==> config.mk <==
export PLATFORM = sky130hd
export DESIGN_NAME = voice_alloc
export DESIGN_NICKNAME = d
export VERILOG_FILES = /design/src/rtl/voice_alloc.sv
export SDC_FILE = /design/constraint.sdc
export NUM_CORES = 1
export LEC_CHECK = 0
export ABC_CLOCK_PERIOD_IN_PS = 11300
export CORE_MARGIN = 4
export CORE_UTILIZATION = 62
export CTS_BUF_LIST = sky130_fd_sc_hd__clkbuf_4 sky130_fd_sc_hd__clkbuf_8
export DETAILED_ROUTE_END_ITERATION = 6
export MAX_ROUTING_LAYER = met4
export PLACE_DENSITY = 0.88
export SLEW_MARGIN = 15
export SYNTH_ARGS = -nofsm -noshare
export SYNTH_HDL_FRONTEND = slang
export SYNTH_SLANG_ARGS = --single-unit
export TNS_END_PERCENT = 50
==> constraint.sdc <==
create_clock -name Clk -period 11.3 [get_ports Clk]
set_clock_uncertainty 0.05 [all_clocks]
set_input_delay 2.26 -clock Clk [delete_from_list [all_inputs] [get_ports Clk]]
set_output_delay 2.26 -clock Clk [all_outputs]
set_load 0.02 [all_outputs]
Figure 1. M1 wires.
Scale bar: 20 um. Cells faint in the background.
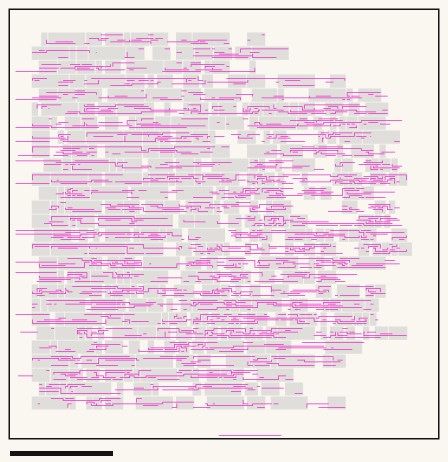
426 nets have wire on it. The layer holds 43% of the routed length. The longest straight run is 27.1 um. The wires run mostly horizontal. The layer carries 3930 um of wire.
met1 Resource Use GR: 33.7%
WL final: 9130 um
number of vias in the routed layout: 3133

Figure 2. Met2 routing.
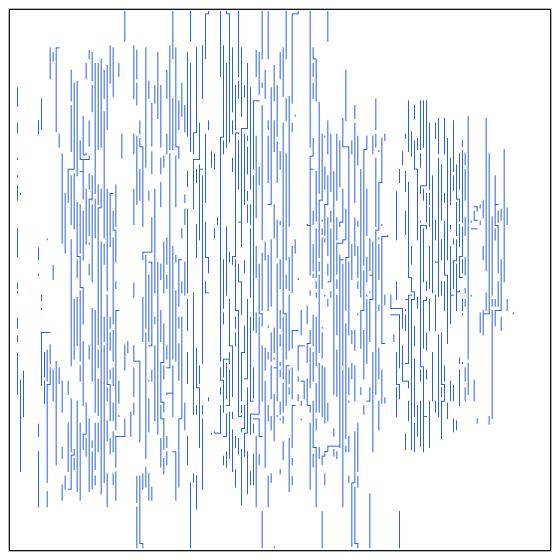
The layer holds 49% of the routed length. The layer carries 4440 um of wire.
met2 Use GR: 45.7%

==> flow_summary.ini <==
; generated from flow reports
[logic_synthesis]
numSynthFlops = 59
post_synth_num_cell_types = 68
edf_count = 0
ys_warn_count = 0
ys_seq_share_pct = 33.7
ys.flop_type = dfxtp_1
synth_nets = 414
largest_area_cell = dfxtp_1
syn_area_per_cell_um2 = 8.92
async_flop_share_pct = 0
netlist_area_mm2 = 0.00351

[placement]
io_buffers = 45
hpwl_um = 6320
dp_cells = 489
place_ws_ns = 4.99
gp_congestion = 0.965

[final_timing]
final-setup-viol-count = 0
rsz0062_at_grt = false
tightest_slew_ns = 0.781
finalClockPeriodUsage_pct = 56.2
drv_slew = 0
layout_min_cycle_time_ns = 6.35
hold_ws_ns = 0.437
relSlewSlack_pct = 47.7
setup_tns_ns = 0

[power_and_ir_drop]
powerDensity_mw_per_mm2 = 102
power.leakage_nw = 1.58
vdd.ir_drop.worst_mv = 0.0985

[route]
top_layer_used = met4
dr.pass1.iters = 5
via_per_inst = 6.20
wl_met2_um = 4440
met3_length_um = 513
wl_met1_um = 3930

[finish]
fin_util_pct = 72.9
drive_above_1_share_pct = 8.78
n_antenna_cell = 0
n_fill_cell = 385
seqCellArea_mm2 = 0.00118
logic_area_mm2 = 0.00205

[grt]
grt_pass1_wl_um = 15300
track_usage_pct = 27.9
grt_pass1_vias = 3084

[setup_path]
reg2reg_depth = 11
r2r_setup_slack_ns = 6.72
critPathArrivalTime_ns = 4.04
path_class = in2out
timing.critical_path.fanout_max = 8
cp-end-kind = output pin

[clock_network]
post-cts-setup-buffers = 0
insertion_delay_ns = 0.35
cts_htree_levels = 3

[run_status]
status = complete, no violations

[die]
core-area_mm2 = 0.00551

[flow_run]
maxCapViolations = 0

[worst_hold_path]
min_path_type = reg2reg
-- Yosys cell counts, types with 9 or more instances --
library cell	number
dfxtp_1	59
nor2_1	50
nand2_1	35
mux2i_1	30
a21oi_1	21
xor2_1	17
inv_1	13
nand4_1	11
xnor2_1	11
buf_6	9
ha_1	9
nor3_1	9
o21ai_0	9
-- report_power, final --
group	total (mW)	internal, mW	switching, mW
combinational	0.0232	0.00951	0.0137
sequential	0.212	0.209	0.00323
clock	0.175	0.0900	0.0852
-- routing by layer --
metal  GRT usage [%]  vias up
met1            33.7     1479
li1                -     1501
met2            45.7      128
met3            5.65       25
met5               -        -
met4            11.1        0
-- final cells by class --
class | count | area share [%]
multi-input cells | 297 | 51.0
flip-flops and latches | 59 | 29.4
repair buffers | 47 | 11.6
clock buffers | 12 | 3.80
well taps | 72 | 2.24
inverters | 14 | 1.31
clock inverters | 4 | 0.654
-- placed cells by master (no fill, tap or decap), types with 4 or more instances in the layout --
cell	synthesis	final
xnor2_1	11	11
xor2_1	17	17
dfxtp_1	59	59
or2_2	4	4
nand4_1	11	11
o211ai_1	6	6
nor3b_1	4	4
nand2_1	35	35
a31oi_1	7	7
clkdlybuf4s50_1	0	45
o22ai_1	4	4
o21ai_0	9	9
inv_1	13	13
a211oi_1	6	6
nor2_1	50	50
clkbuf_8	7	10
mux2i_1	30	30
a21oi_1	21	21
nor4_1	5	5
nor3_1	9	9
ha_1	9	9
-- metrics by stage --
stage	area, um2	total power, mW
6_report	4020	0.411
5_1_grt	4020	0.422
4_1_cts	4020	0.410
3_5_place_dp	3840	0.239
3_3_place_gp	3840	0.239
2_1_floorplan	3510	0.235
-- cell families (layout without fill, tap and decap cells) --
group / after synthesis / count (layout) / share of synthesized area, %
flops: 59 / 59 / 33.7
buf+inv: 37 / 77 / 7.89
fa+ha+maj: 10 / 10 / 3.50
xor+xnor: 28 / 28 / 6.99
mux: 30 / 30 / 8.57
simple gates: 146 / 146 / 22.3
compound gates: 83 / 83 / 17.1
-- worst max-delay path, cell delays in order --
cell             delay (ns)
clkdlybuf4s50_1        0.53
nand2b_1               0.34
nor3_1                 0.25
clkdlybuf4s50_1        0.66
No activity file was given, so power comes from the tool's default toggle rates.
